Run 1, pin map:
(2 px per µm) Pins as bars across the die edge, other pins in gray.
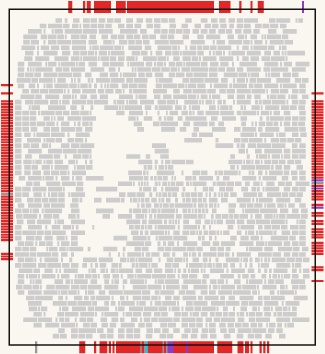
Run 1, cell classes on the final placement:
(1.5 px per µm)
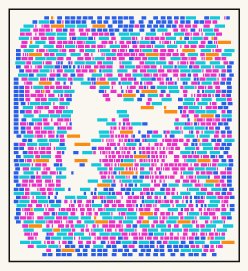
Run 1, cell area per tile:
(2 px per µm) 15 x 17 tiles, from black (low) to pale yellow (high), 0 to 100% covered.
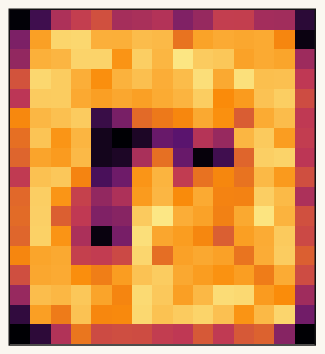
===== config.mk =====
export PLATFORM = sky130hd
export DESIGN_NAME = sha256_digest_serializer
export DESIGN_NICKNAME = d
export VERILOG_FILES = /design/src/rtl/sha256_pkg.sv /design/src/rtl/sha256_hex_encoder.sv /design/src/rtl/sha256_digest_serializer.sv
export SDC_FILE = /design/constraint.sdc
export NUM_CORES = 1
export LEC_CHECK = 0
export CAP_MARGIN = 25
export CORE_ASPECT_RATIO = 1.1
export CORE_MARGIN = 2
export CORE_UTILIZATION = 56
export DETAILED_ROUTE_END_ITERATION = 8
export GPL_TIMING_DRIVEN = 0
export PLACE_DENSITY = 0.88
export SLEW_MARGIN = 20
export SYNTH_ARGS = -nofsm -noshare
export SYNTH_HDL_FRONTEND = slang
export SYNTH_SLANG_ARGS = --single-unit

===== constraint.sdc =====
create_clock -name clk -period 5.2 [get_ports clk]
set_input_delay 0.52 -clock clk [delete_from_list [all_inputs] [get_ports clk]]
set_output_delay 0.52 -clock clk [all_outputs]
set_load 0.005 [all_outputs]

===== src/rtl/sha256_pkg.sv =====
// Shared types and helpers for the SHA-256 digest serializer.
// Holds the serializer state encoding and the nibble-to-ASCII mapping.
package sha256_pkg;

    localparam int         DIGEST_BYTES = 32;
    localparam logic [7:0] ASCII_LF     = 8'h0A;

    typedef enum logic [1:0] {
        IDLE = 2'd0,
        SEND = 2'd1,
        TERM = 2'd2
    } ser_state_t;

    // Lowercase hex: 0-9 -> '0'..'9', a-f -> 'a'..'f'
    function automatic logic [7:0] nibble_to_hex(input logic [3:0] nib);
        logic [7:0] ch;
        if (nib < 4'd10) begin
            ch = 8'h30 + {4'h0, nib};
        end else begin
            ch = 8'h57 + {4'h0, nib};
        end
        return ch;
    endfunction

endpackage


===== src/rtl/sha256_hex_encoder.sv =====
// Combinational byte-to-ASCII encoder: picks one nibble of a byte and
// returns its lowercase hex character.
module sha256_hex_encoder
    import sha256_pkg::*;
(
    input  logic [7:0] data_byte,
    input  logic       nib_sel,
    output logic [7:0] ascii_char
);

    // nib_sel = 0 selects the high nibble, 1 the low nibble
    always_comb begin
        ascii_char = 8'h00;
        if (nib_sel) begin
            ascii_char = nibble_to_hex(data_byte[3:0]);
        end else begin
            ascii_char = nibble_to_hex(data_byte[7:4]);
        end
    end

endmodule


===== src/rtl/sha256_digest_serializer.sv =====
// Captures a finished SHA-256 digest and streams it out one character per
// valid/ready handshake, as raw bytes or lowercase hex with optional newline.
module sha256_digest_serializer
    import sha256_pkg::*;
#(
    parameter int DIGEST_BITS    = 8 * DIGEST_BYTES,
    parameter int HEX_MODE       = 1,
    parameter int APPEND_NEWLINE = 1
) (
    input  logic                   clk,
    input  logic                   reset,
    input  logic                   digest_valid,
    input  logic [DIGEST_BITS-1:0] digest,
    output logic                   busy,
    output logic [7:0]             tx_data,
    output logic                   tx_valid,
    input  logic                   tx_ready,
    output logic                   tx_last,
    output logic                   overrun
);

    localparam int NUM_BYTES = DIGEST_BITS / 8;
    localparam int NUM_CHARS = (HEX_MODE != 0) ? 2 * NUM_BYTES : NUM_BYTES;
    localparam int CNT_W     = $clog2(2 * NUM_BYTES + 1);
    localparam bit IS_HEX    = (HEX_MODE != 0);
    localparam bit USE_LF    = (HEX_MODE != 0) && (APPEND_NEWLINE != 0);
    localparam logic [CNT_W-1:0] LAST_CHAR = CNT_W'(NUM_CHARS - 1);

    ser_state_t             state_r, state_s;
    logic [DIGEST_BITS-1:0] shift_r, shift_s;
    logic [CNT_W-1:0]       beat_cnt_r, beat_cnt_s, cnt_inc_s;
    logic                   nib_sel_r, nib_sel_s;
    logic [7:0]             tx_data_s;
    logic                   tx_valid_s, tx_last_s, busy_s, overrun_s;
    logic                   hs_s;
    logic [7:0]             enc_byte_s, enc_char_s, next_char_s;
    logic                   enc_nib_s;
    logic [DIGEST_BITS-1:0] shift_adv_s;

    assign hs_s        = tx_valid && tx_ready;
    assign cnt_inc_s   = beat_cnt_r + {{(CNT_W-1){1'b0}}, 1'b1};
    assign shift_adv_s = {shift_r[DIGEST_BITS-9:0], 8'h00};
    assign next_char_s = IS_HEX ? enc_char_s : enc_byte_s;

    sha256_hex_encoder u_hex_encoder (
        .data_byte  (enc_byte_s),
        .nib_sel    (enc_nib_s),
        .ascii_char (enc_char_s)
    );

    // Select the source byte/nibble of the character that follows the current one
    always_comb begin
        enc_byte_s = shift_r[DIGEST_BITS-1 -: 8];
        enc_nib_s  = 1'b0;
        if (state_r == IDLE) begin
            enc_byte_s = digest[DIGEST_BITS-1 -: 8];
        end else if (IS_HEX && !nib_sel_r) begin
            enc_byte_s = shift_r[DIGEST_BITS-1 -: 8];
            enc_nib_s  = 1'b1;
        end else begin
            enc_byte_s = shift_r[DIGEST_BITS-9 -: 8];
        end
    end

    // Next-state and next-output logic; outputs are registered so they hold under backpressure
    always_comb begin
        state_s    = state_r;
        shift_s    = shift_r;
        beat_cnt_s = beat_cnt_r;
        nib_sel_s  = nib_sel_r;
        tx_data_s  = tx_data;
        tx_valid_s = tx_valid;
        tx_last_s  = tx_last;

        if (digest_valid && (state_r != IDLE)) begin
            overrun_s = 1'b1;
        end else begin
            overrun_s = overrun;
        end

        case (state_r)
            IDLE: begin
                if (digest_valid) begin
                    state_s    = SEND;
                    shift_s    = digest;
                    beat_cnt_s = {CNT_W{1'b0}};
                    nib_sel_s  = 1'b0;
                    tx_data_s  = next_char_s;
                    tx_valid_s = 1'b1;
                    tx_last_s  = (NUM_CHARS == 1) && !USE_LF;
                end else begin
                    tx_valid_s = 1'b0;
                    tx_last_s  = 1'b0;
                end
            end
            SEND: begin
                if (hs_s && (beat_cnt_r == LAST_CHAR)) begin
                    if (USE_LF) begin
                        state_s    = TERM;
                        tx_data_s  = ASCII_LF;
                        tx_valid_s = 1'b1;
                        tx_last_s  = 1'b1;
                    end else begin
                        state_s    = IDLE;
                        tx_data_s  = 8'h00;
                        tx_valid_s = 1'b0;
                        tx_last_s  = 1'b0;
                    end
                end else if (hs_s) begin
                    beat_cnt_s = cnt_inc_s;
                    tx_data_s  = next_char_s;
                    tx_last_s  = (cnt_inc_s == LAST_CHAR) && !USE_LF;
                    if (IS_HEX) begin
                        // Shift only once both nibbles of the top byte have gone out
                        nib_sel_s = !nib_sel_r;
                        if (nib_sel_r) begin
                            shift_s = shift_adv_s;
                        end else begin
                            shift_s = shift_r;
                        end
                    end else begin
                        nib_sel_s = 1'b0;
                        shift_s   = shift_adv_s;
                    end
                end else begin
                    state_s = SEND;
                end
            end
            TERM: begin
                if (hs_s) begin
                    state_s    = IDLE;
                    tx_data_s  = 8'h00;
                    tx_valid_s = 1'b0;
                    tx_last_s  = 1'b0;
                end else begin
                    state_s = TERM;
                end
            end
            default: begin
                state_s    = IDLE;
                tx_data_s  = 8'h00;
                tx_valid_s = 1'b0;
                tx_last_s  = 1'b0;
            end
        endcase

        busy_s = (state_s != IDLE);
    end

    // State and output registers with synchronous reset
    always_ff @(posedge clk) begin
        if (reset) begin
            state_r    <= IDLE;
            shift_r    <= {DIGEST_BITS{1'b0}};
            beat_cnt_r <= {CNT_W{1'b0}};
            nib_sel_r  <= 1'b0;
            tx_data    <= 8'h00;
            tx_valid   <= 1'b0;
            tx_last    <= 1'b0;
            busy       <= 1'b0;
            overrun    <= 1'b0;
        end else begin
            state_r    <= state_s;
            shift_r    <= shift_s;
            beat_cnt_r <= beat_cnt_s;
            nib_sel_r  <= nib_sel_s;
            tx_data    <= tx_data_s;
            tx_valid   <= tx_valid_s;
            tx_last    <= tx_last_s;
            busy       <= busy_s;
            overrun    <= overrun_s;
        end
    end

endmodule


==> impl_metrics.toml, run 1 <==
# implementation run metrics
[synthesis]
synth_nets = 1579
yosys_warnings = 0
ys_types = 54
yosysSeqAreaShare = 0.409
synthCells = 1312
async_reset_ff_frac = 0
syn_area_mm2 = 0.0135
postSynthAreaPerCell_um2 = 10.3
edf_count = 0
ys_cells = 1312
synth_flops = 277
synth_chip_area_mm2 = 0.0135
flop_cell = "dfxtp_1"

[power_and_ir_drop]
p_int_w = 0.00461
pwr-share-clk = 0.293
p_leak_nw = 6.45
seq_power_share = 0.401
switching_share = 0.321
peakVddDrop_mv = 0.263
combPwrFrac = 0.305
power_switching_w = 0.00218
p_per_area_mw_per_mm2 = 387

[clocking]
cts_buffers = 28
clock_latency_ns = 0.54
cts_tree = "built"
root_buffer = "clkbuf_16"
ctsResizeCount = 0
clk_pin_slew_ns = 0.07
cts-hold-fix-buffers = 0
post-cts-setup-buffers = 0
htree_levels = 1
clockBufferDepth = 3
cts_sinks = 277

[sta]
worstMarginPinSlew_ns = 0.714
slew_headroom = 0.524
skew_ns = 0.0178
hold_viol = 0
finalCriticalPeriod_ns = 3.04
timing.setup.tns_ns = 0
timing.fmax_ghz = 0.329
rsz0062_at_grt = "false"
setup_viol = 0
finalCritPeriodShare = 0.584
slew_violations = 0
worst_slack_ns = 2.16

[critical_path]
cp-end-kind = "flip-flop"
crit_end = "tx_data[1]"
worst_r2r_path_depth = 13
r2r_end = "tx_data[1]"
worstPathMaxFanout = 10
crit_start = "state_r[0]"
arrival_ns = 3.44
critPathTopFamily = "AND-OR/OR-AND gates"
r2r_setup_slack_ns = 2.16
crit_cells = 13
timing.rr.start = "state_r[0]"
path_cells = "inv_1 > ha_1 > buf_2 > buf_2 > clkbuf_1 > nand2_1 > o21a_1 > ha_1 > nand2_1 > a21oi_1 > a31oi_1 > a2111oi_0 > o41ai_1"
cp_slowest_cell = "a2111oi_0"
required_ns = 5.60
crit_buf_inv = 4
path_class = "flip-flop to flip-flop"
slowest_delay_ns = 0.52
startpoint_type = "flip-flop"

[placement]
dpl.hpwl_um = 26500
place.gp.congestion = 0.916
pre_cts_ws_ns = 2.21

[route]
drt_iter0_drc = 551
drt-pass1-iter-count = 5
routed_wl_um = 35800
final_antenna_net_count = 0
routedWlPerCell_um = 18.4
vias = 11100
vias_per_cell = 5.74
drc = 0

[hold_path]
hold_start = "tx_data[2]"
worstHoldPathType = "flip-flop to flip-flop"

[grt]
overflow = 0
first_global_vias = 11500
antenna_found_initial = 2
grt_pass1_wl_um = 57400
grt_max_degree = 14
track_usage = 0.268

[finish]
nets = 1880
comb_area_mm2 = 0.00729
syn_to_final_growth_pct = 29.4
drive_above_1_share = 0.195
register_area_mm2 = 0.00555
nFillCells = 1652

[run]
warnings = 29
drv_cap = 0

[die]
ios = 272
die_area_mm2 = 0.0254

[status]
status = "finished clean"
About 'pin map':
port	color	pins	direction	edge
tx_data	purple	8	output	4 south, 3 east, 1 north
tx_valid	cyan	1	output	south
digest	red	256	input	77 north, 71 south, 56 west, 52 east
all pins by edge	81 south, 78 north, 57 west, 56 east
count of input and output buffers: 270
die width: 152 µm
Vert. Die Dim: 167 µm

About 'cell classes on the final placement':
class	color	cells	share of their area
other buffers and delay cells	blue	391	20%
all other logic	magenta	915	43%
clock drivers and dummy loads	orange	49	5.2%
flops	cyan	277	32%
core box area: 0.0237 mm²
final core occ: 0.740
Seq/total area: 0.316
Cell Rows: 59
post-route cell area: 0.0175 mm²

About 'cell area per tile':
nearly empty tiles	2.0%
fullest tile	95%
mean over tiles	67%
tiles over 75% full	53%
emptiest ninth of the die	center
Init Core Util: 0.572

run 1: through the flow:
step / area [µm²] / power, W / hold slack (ns) / cells
final: 17500 / 0.00679 / 0.479 / 1939
after global routing: 17500 / 0.00711 / 0.505 / 1939
after CTS: 17500 / 0.00681 / 0.476 / 1937
after detailed placement: 16600 / 0.00482 / 0.448 / 1888
after global placement: 16600 / 0.00473 / 0.439 / 1887
after floorplan: 13500 / 0.00421 / 0.444 / 1312
run 1: power by group through the flow:
stage | Sequential (W) | Combinational [W] | Clock [W]
2_1_floorplan | 0.00269 | 0.00152 | 0
4_1_cts | 0.00272 | 0.00207 | 0.00202
6_report | 0.00272 | 0.00207 | 0.00199
3_3_place_gp | 0.00274 | 0.00199 | 0
3_5_place_dp | 0.00276 | 0.00206 | 0
5_1_grt | 0.00276 | 0.00225 | 0.00211
run 1: synthesized netlist by cell type (all sizes together), types with 6 or more instances:
master	n	area, µm²
nor2	268	1010
a21oi	17	85.1
dfxtp	277	5550
buf	88	562
inv	6	22.5
nand3	7	35.0
o21ai	10	53.8
nor3	6	30.0
nand2	17	63.8
a22o	9	78.8
clkbuf	32	120
a211oi	255	2820
mux2i	257	2580
ha	7	87.6
run 1: logic make-up after synthesis:
logic type | count (synthesis) | share of synthesized area
compound gates | 319 | 0.241
simple gates | 316 | 0.0939
flops | 277 | 0.409
mux | 262 | 0.195
buf+inv | 126 | 0.0520
fa+ha+maj | 7 | 0.00647
xor+xnor | 4 | 0.00259
other cells | 1 | 0.000277
run 1: per-layer routing:
layer  vias up  track usage  part of all wire
li1       5392            -                 -
met1      5328        0.329              0.42
met2       336        0.484              0.51
met3        73       0.0393             0.048
met4         0       0.0870             0.028
met5         -            0                 0
run 1: area by class of cell:
cell class | count | area share
Antenna cell | 2 | 0.000286
Buffer | 120 | 0.0389
Clock buffer | 44 | 0.0463
Clock inverter | 5 | 0.00428
Inverter | 6 | 0.00129
Multi-Input combinational cell | 909 | 0.416
Sequential cell | 277 | 0.316
Tap cell | 305 | 0.0218
Timing Repair Buffer | 271 | 0.154
run 1: sequential cells by signal (all words and copies together), names as in the netlist:
signal and cells:
shift_r 256, state_r 2, tx_data 7, beat_cnt_r 7, overrun 1, tx_valid 1, tx_last 1, nib_sel_r 1
busy 1
run 1: cell usage in the layout, fill, tap and decap left out, types with 4 or more instances in the layout:
cell / count
xnor2_1: 4
buf_6: 15
clkbuf_1: 44
buf_4: 12
mux2i_1: 255
clkdlybuf4s50_1: 270
a21oi_1: 17
clkbuf_16: 29
a211oi_2: 180
a22o_1: 9
nor3_1: 6
a211oi_1: 75
mux2_2: 5
nor2_1: 267
o21a_1: 4
nor3b_1: 4
dfxtp_1: 277
ha_1: 7
o21ai_0: 8
inv_1: 5
buf_2: 60
nand3_1: 7
nand2_1: 17
run 1: how the worst min path moves through the flow:
stage	to	cells after the start	slack, ns
floorplan	tx_data[1]	2	0.44
global placement	tx_data[1]	2	0.44
detailed placement	tx_data[1]	2	0.45
CTS	tx_data[2]	1	0.48
global route	shift_r[3]	1	0.51
finish	tx_data[2]	1	0.48
Run 1, clock nets:
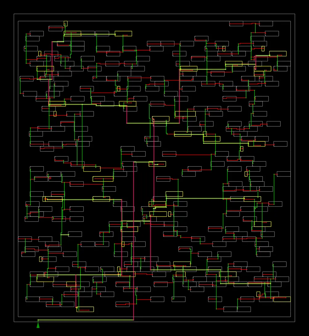

==> run 2: changes to the inputs <==
--- a/config.mk
+++ b/config.mk
@@ -8,10 +8,10 @@
 export CAP_MARGIN = 25
 export CORE_ASPECT_RATIO = 1.1
 export CORE_MARGIN = 2
-export CORE_UTILIZATION = 56
+export CORE_UTILIZATION = 52
 export DETAILED_ROUTE_END_ITERATION = 8
 export GPL_TIMING_DRIVEN = 0
-export PLACE_DENSITY = 0.88
+export PLACE_DENSITY = 0.83
 export SLEW_MARGIN = 20
 export SYNTH_ARGS = -nofsm -noshare
 export SYNTH_HDL_FRONTEND = slang
==> constraint.sdc (replaced) <==
create_clock -name clk -period 3 [get_ports clk]
set_input_delay 0.3 -clock clk [delete_from_list [all_inputs] [get_ports clk]]
set_output_delay 0.3 -clock clk [all_outputs]
set_load 0.005 [all_outputs]
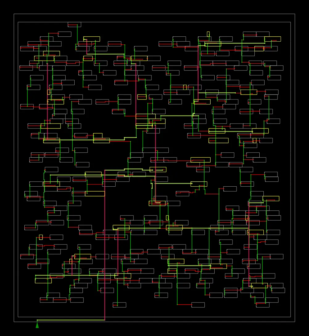
Run 2: clock nets
flip-flops: 277
Latency at later pin: 0.54 ns
TritonCTS Buffers: 29

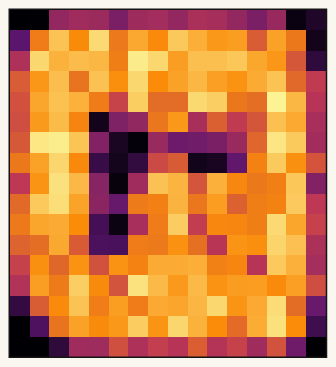
Run 2: cell area per tile
(2 px per µm) 16 x 17 tiles, from black (low) to pale yellow (high), 0 to 100% covered.
mean over tiles	63%
nearly empty tiles	2.6%
tiles over 75% full	42%
final core occ: 0.697
core box area: 0.0254 mm²
Init Core Util: 0.533

==> run 2 against run 1 <==
Effect of this change:
- critical path depth did not move
- critical path type unchanged
- largest power group unchanged
- flip-flop count did not move
- sequential share of layout area fell by 0.32 points
- power rose by 79%
- largest cell class unchanged
==> impl_metrics.toml, run 2 <==
# implementation run metrics
[status]
status = "finished clean"

[clocking]
cts_tree = "built"
clockBufferDepth = 3
root_buffer = "clkbuf_16"
cts-hold-fix-buffers = 0
htree_levels = 1
clk_pin_slew_ns = 0.06

[critical_path]
timing.rr.start = "state_r[0]"
startpoint_type = "flip-flop"
path_class = "flip-flop to flip-flop"
crit_start = "state_r[0]"
crit_buf_inv = 4
arrival_ns = 3.23
path_cells = "inv_1 > ha_1 > buf_2 > buf_2 > clkbuf_2 > nand2_1 > o21a_1 > ha_1 > nand2_1 > a21oi_1 > a31oi_1 > a2111oi_1 > o41ai_1"

[die]
ios = 272
chipWidth_um = 158
placementRows = 61
die_area_mm2 = 0.0274

[power_and_ir_drop]
p_per_area_mw_per_mm2 = 688
pwr-share-clk = 0.316
p_int_w = 0.00837
seq_power_share = 0.388
peakVddDrop_mv = 0.447

[sta]
timing.setup.tns_ns = 0
skew_ns = 0.00959
slew_violations = 0
finalCritPeriodShare = 0.941
timing.fmax_ghz = 0.354
finalCriticalPeriod_ns = 2.82
worstMarginPinSlew_ns = 0.730
setup_viol = 0
slew_headroom = 0.513

[synthesis]
postSynthAreaPerCell_um2 = 10.3
top_cells_by_area = "dfxtp_1 41%, mux2i_1 19%, a211oi_2 17%"
synth_nets = 1579
synthTopCellsByCount = "277 x dfxtp_1, 267 x nor2_1, 255 x mux2i_1, 180 x a211oi_2, 75 x a211oi_1"
synth_flops = 277
yosysTopAreaCell = "dfxtp_1"
async_reset_ff_frac = 0
synthCells = 1312
yosysSeqAreaShare = 0.409
ys_cells = 1312
top_cell_area_share = 0.409
synth_dominant_cell_count = "dfxtp_1"
yosys_warnings = 0

[route]
final_antenna_net_count = 0
routed_wl_um = 36200
vias_per_cell = 5.61

[finish]
register_area_mm2 = 0.00555
largestRegisters = "shift_r x256, beat_cnt_r x7, tx_data x7"
fin_area_mm2 = 0.0177
largest_register_ffs = 256
comb_area_mm2 = 0.00730
drive_above_1_share = 0.200
nFillCells = 1927
nets = 1881

[run]
warnings = 29
drv_cap = 0

[hold_path]
hold_start = "digest[0]"
worstHoldPathType = "input port to flip-flop"

[grt]
grt_pass1_wl_um = 57700
first_global_vias = 11500
overflow = 0
grt_max_degree = 14

[placement]
place.gp.congestion = 0.860
post_dp_cell_area_mm2 = 0.0167
dpl.hpwl_um = 26700
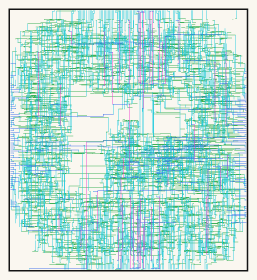
Run 2: routed metal, one color a layer
(1.5 px per µm)
layer	color	wire length
met1	green	15,000 µm
met2	cyan	17,800 µm
met3	blue	1,870 µm
met4	magenta	1,470 µm
overall global routing resource usage: 0.257
vias: 11.1k
WL per Instance: 18.3 µm

run 2: stage by stage:
step	hold slack (ns)	setup slack (ns)	std cells	total power (W)
6_report	0.359	0.178	1980	0.0122
5_1_grt	0.351	0.0187	1980	0.0128
4_1_cts	0.341	0.182	1977	0.0122
3_5_place_dp	0.460	0.0490	1929	0.00836
3_3_place_gp	0.440	0.151	1928	0.00822
2_1_floorplan	0.426	0.544	1312	0.00730
run 2: kinds of logic (layout without fill, tap and decap cells):
group | Yosys count | after routing | share of synthesized area
and+or+nand+nor | 316 | 316 | 0.0939
buffers and inverters | 126 | 445 | 0.0520
AOI/OAI and AO/OA | 319 | 319 | 0.241
DFF | 277 | 277 | 0.409
xor gates and xnor gates | 4 | 4 | 0.00259
muxes | 262 | 262 | 0.195
adders and majority gates | 7 | 7 | 0.00647
other | 1 | 4 | 0.000277
run 2: per-layer routing:
layer  global-route usage  vias up  part of all wire
li1                     -     5380                 -
met1                0.321     5294              0.42
met2                0.445      352              0.49
met3               0.0345       90             0.052
met4                0.105        0             0.041
met5                    0        -                 0
run 2: final timing paths:
check / cells past startpoint / slack (ns) / endpoint
hold reg to reg: 1 / 0.47 / beat_cnt_r[6]
hold / removal: 2 / 0.36 / shift_r[0]
setup reg to reg: 13 / 0.18 / tx_data[1]
setup / recovery: 13 / 0.18 / tx_data[1]
run 2: area by class of cell:
cell class              instances  area share
multi-input cells             909       0.412
clock inverters                 9      0.0110
repair buffers                271       0.153
plain buffers                 120      0.0386
inverters                       6     0.00127
diodes                          3    0.000424
well taps                     346      0.0245
flip-flops and latches        277       0.313
clock buffers                  39      0.0459
run 2: power groups by stage:
| stage | clock, W | combinational (W) | sequential, W |
|---|---|---|---|
| 4_1_cts | 0.00390 | 0.00361 | 0.00472 |
| 6_report | 0.00385 | 0.00360 | 0.00473 |
| 3_3_place_gp | 0 | 0.00347 | 0.00475 |
| 5_1_grt | 0.00407 | 0.00391 | 0.00479 |
| 3_5_place_dp | 0 | 0.00358 | 0.00478 |
| 2_1_floorplan | 0 | 0.00264 | 0.00466 |
Run 2, pin map:
(2 px per µm) Pins as bars across the die edge, other pins in gray.
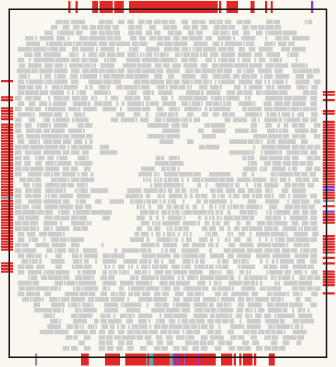

==> run 3: changes to the inputs <==
--- a/config.mk
+++ b/config.mk
@@ -7,7 +7,6 @@
 export LEC_CHECK = 0
 export CAP_MARGIN = 25
 export CORE_ASPECT_RATIO = 1.1
-export CORE_MARGIN = 2
 export CORE_UTILIZATION = 52
 export DETAILED_ROUTE_END_ITERATION = 8
 export GPL_TIMING_DRIVEN = 0
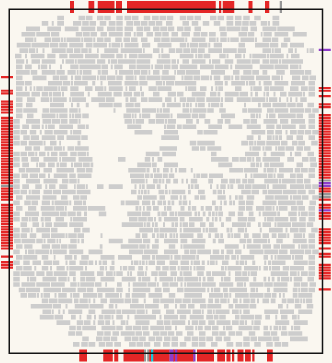
Run 3: pin map
(2 px per µm) Pins as bars across the die edge, other pins in gray.
port	color	pins	direction	edge
tx_data	purple	8	output	4 east, 4 south
tx_valid	cyan	1	output	south
digest	red	256	input	76 north, 68 south, 59 west, 53 east
all pins by edge	77 north, 75 south, 60 west, 60 east
Vert. Die Dim: 171 µm
die width: 156 µm

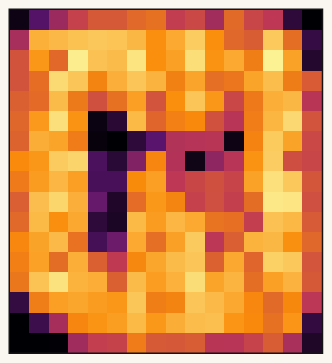
Run 3: cell area per tile
(2 px per µm) 16 x 17 tiles, from black (low) to pale yellow (high), 0 to 100% covered.
fullest tile	97%
tiles over 75% full	44%
nearly empty tiles	2.6%
mean over tiles	65%
final core occ: 0.700

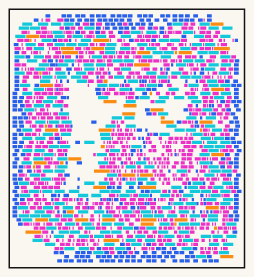
Run 3: cell classes on the final placement
(1.5 px per µm)
Seq/total area: 0.312
Cell Rows: 61
post-route cell area: 0.0178 mm²

==> run 3 against run 2 <==
Effect of this change:
- non-clock buffer count shrank 1
- area after synthesis is the same
- register-to-register slack gained 0.09 ns
- critical endpoint unchanged
- highest routed layer unchanged
- core utilization grew 0.30 points
==> impl_metrics.toml, run 3 <==
# implementation run metrics
[power_and_ir_drop]
peakVddDrop_mv = 0.547
p_per_area_mw_per_mm2 = 698
p_leak_nw = 6.55
power_w = 0.0124

[run]
drv_cap = 0
warnings = 29

[critical_path]
arrival_ns = 3.13
path_class = "flip-flop to flip-flop"
r2r_setup_slack_ns = 0.27
startpoint_type = "flip-flop"
cp-end-kind = "flip-flop"
worstPathMaxFanout = 10
required_ns = 3.40

[synthesis]
aoi_share = 0.241
synthCells = 1312
ys_cells = 1312
top_cells_by_area = "dfxtp_1 41%, mux2i_1 19%, a211oi_2 17%"
synthTopCellsByCount = "277 x dfxtp_1, 267 x nor2_1, 255 x mux2i_1, 180 x a211oi_2, 75 x a211oi_1"
yosys.area_share.xor_xnor = 0.00259
edf_count = 0
ys_sh_mux = 0.195
synth_chip_area_mm2 = 0.0135
yosys.area_share.simple = 0.0939
adder_share = 0.00647
synth_dominant_cell_count = "dfxtp_1"
async_reset_ff_frac = 0
yosysTopAreaCell = "dfxtp_1"
ys_types = 54
top_cell_area_share = 0.409
synth_flops = 277
synth_nets = 1579
yosysSeqAreaShare = 0.409
yosys_warnings = 0
syn_area_mm2 = 0.0135
flop_cell = "dfxtp_1"

[clocking]
htree_levels = 1
root_buffer = "clkbuf_16"
cts-hold-fix-buffers = 0
clk_pin_slew_ns = 0.06
cts_tree = "built"
cts_buffers = 29

[die]
initial_utilization = 0.533
core-area_mm2 = 0.0254
die_area_mm2 = 0.0267

[route]
final_antenna_net_count = 0
vias = 11000
drt_iter0_drc = 487
drc = 0
routed_wl_um = 35400
routedWlPerCell_um = 17.8
drt-pass1-iter-count = 5

[placement]
place.gp.congestion = 0.885
dpl.hpwl_um = 26100
placed_cells = 1928
port_buffers = 270

[grt]
grt_use_met1 = 0.323
overflow = 0
busiest_layer = "met2"
first_global_vias = 11300
track_usage = 0.261
antenna_found_initial = 1
use_met2 = 0.455
grt_max_degree = 15
grtUsageMet3 = 0.0338

[sta]
hold_viol = 0
setup_viol = 0
finalCriticalPeriod_ns = 2.73
timing.fmax_ghz = 0.366
rsz0062_at_grt = "false"
timing.setup.tns_ns = 0
slew_headroom = 0.511
worstMarginPinSlew_ns = 0.734
finalCritPeriodShare = 0.910
slew_violations = 0

[finish]
nets = 1880
nFillCells = 1947
syn_to_final_growth_pct = 31.3
layout_top_cell = "dfxtp_1"
largestRegisters = "shift_r x256, beat_cnt_r x7, tx_data x7"
layout_top_cells = "277 x dfxtp_1, 270 x clkdlybuf4s50_1, 267 x nor2_1, 255 x mux2i_1, 180 x a211oi_2"
stdcell_count = 1982
top_register = "shift_r"
drive_above_1_share = 0.203
largest_register_ffs = 256

[status]
status = "finished clean"

[hold_path]
worstHoldPathType = "input port to flip-flop"
[run 3: cell count changes in the layout (fill, tap and decap cells not counted)]
cell and delta:
inv_6 +2, nor3_1 -1, bufinv_16 +3, clkinv_4 +1, clkinvlp_4 +2, clkinv_2 +2, nor3_2 +1, diode_2 -1
clkbuf_1 -2, clkbuf_8 -4, buf_2 -1
[run 3: logic make-up after synthesis]
logic type	after synthesis
buffers and inverters	126
other	1
AOI/OAI and AO/OA	319
xor gates and xnor gates	4
muxes	262
and+or+nand+nor	316
DFF	277
adders and majority gates	7
[run 3: worst max-delay path, stage by stage (launching register included)]
cell	delay (ns)
dfxtp_1	0.33
inv_1	0.11
ha_1	0.15
buf_2	0.19
buf_2	0.22
clkbuf_2	0.26
nand2_1	0.10
o21a_1	0.12
ha_1	0.29
nand2_1	0.05
a21oi_1	0.14
a31oi_1	0.05
a2111oi_1	0.46
o41ai_1	0.11
[run 3: per-stage QoR]
| step | worst slack, ns | hold slack (ns) | utilization | area (µm²) |
|---|---|---|---|---|
| after floorplan | 0.544 | 0.426 | - | 13500 |
| after global placement | 0.112 | 0.440 | 0.656 | 16700 |
| after detailed placement | 0.0213 | 0.450 | 0.656 | 16700 |
| after CTS | 0.0591 | 0.340 | 0.699 | 17800 |
| after global routing | 0.0394 | 0.354 | 0.699 | 17800 |
| final | 0.269 | 0.364 | 0.700 | 17800 |
[run 3: layout make-up]
| class | instances | area [µm²] | area share |
|---|---|---|---|
| antenna | 2 | 5.00 | 0.000281 |
| buffer | 120 | 683 | 0.0384 |
| clock buffer | 33 | 751 | 0.0422 |
| clock inverter | 19 | 337 | 0.0189 |
| inverter | 6 | 22.5 | 0.00127 |
| multi-input combinational | 909 | 7300 | 0.411 |
| sequential | 277 | 5550 | 0.312 |
| tap | 346 | 433 | 0.0243 |
| timing repair buffer | 270 | 2700 | 0.152 |
[run 3: where the power goes]
group / total (W) / switching, W / internal, W
combinational: 0.00359 / 0.00194 / 0.00165
clock: 0.00410 / 0.00152 / 0.00257
sequential: 0.00472 / 0.000388 / 0.00433
[run 3: layer usage]
metal	wire length (µm)	up-vias
met5	0	-
met4	1410	0
met3	1670	86
met2	17100	308
met1	15200	5177
li1	-	5401
[run 3: path summary, 6_finish.rpt]
kind / start / endpoint / cells past startpoint
worst max-delay path: state_r[0] / tx_data[1] / 13
worst min-delay path: digest[1] / shift_r[1] / 2
worst max register to register: state_r[0] / tx_data[1] / 13
worst min register to register: tx_data[1] / tx_data[1] / 2
[run 3: what timing repair did]
action / 4_1_cts / 5_1_grt
endpoints found under the setup margin: 0 / 2
resized: 0 / 3
setup buffers: 0 / 0
Power is estimated from default activity; no workload was simulated.
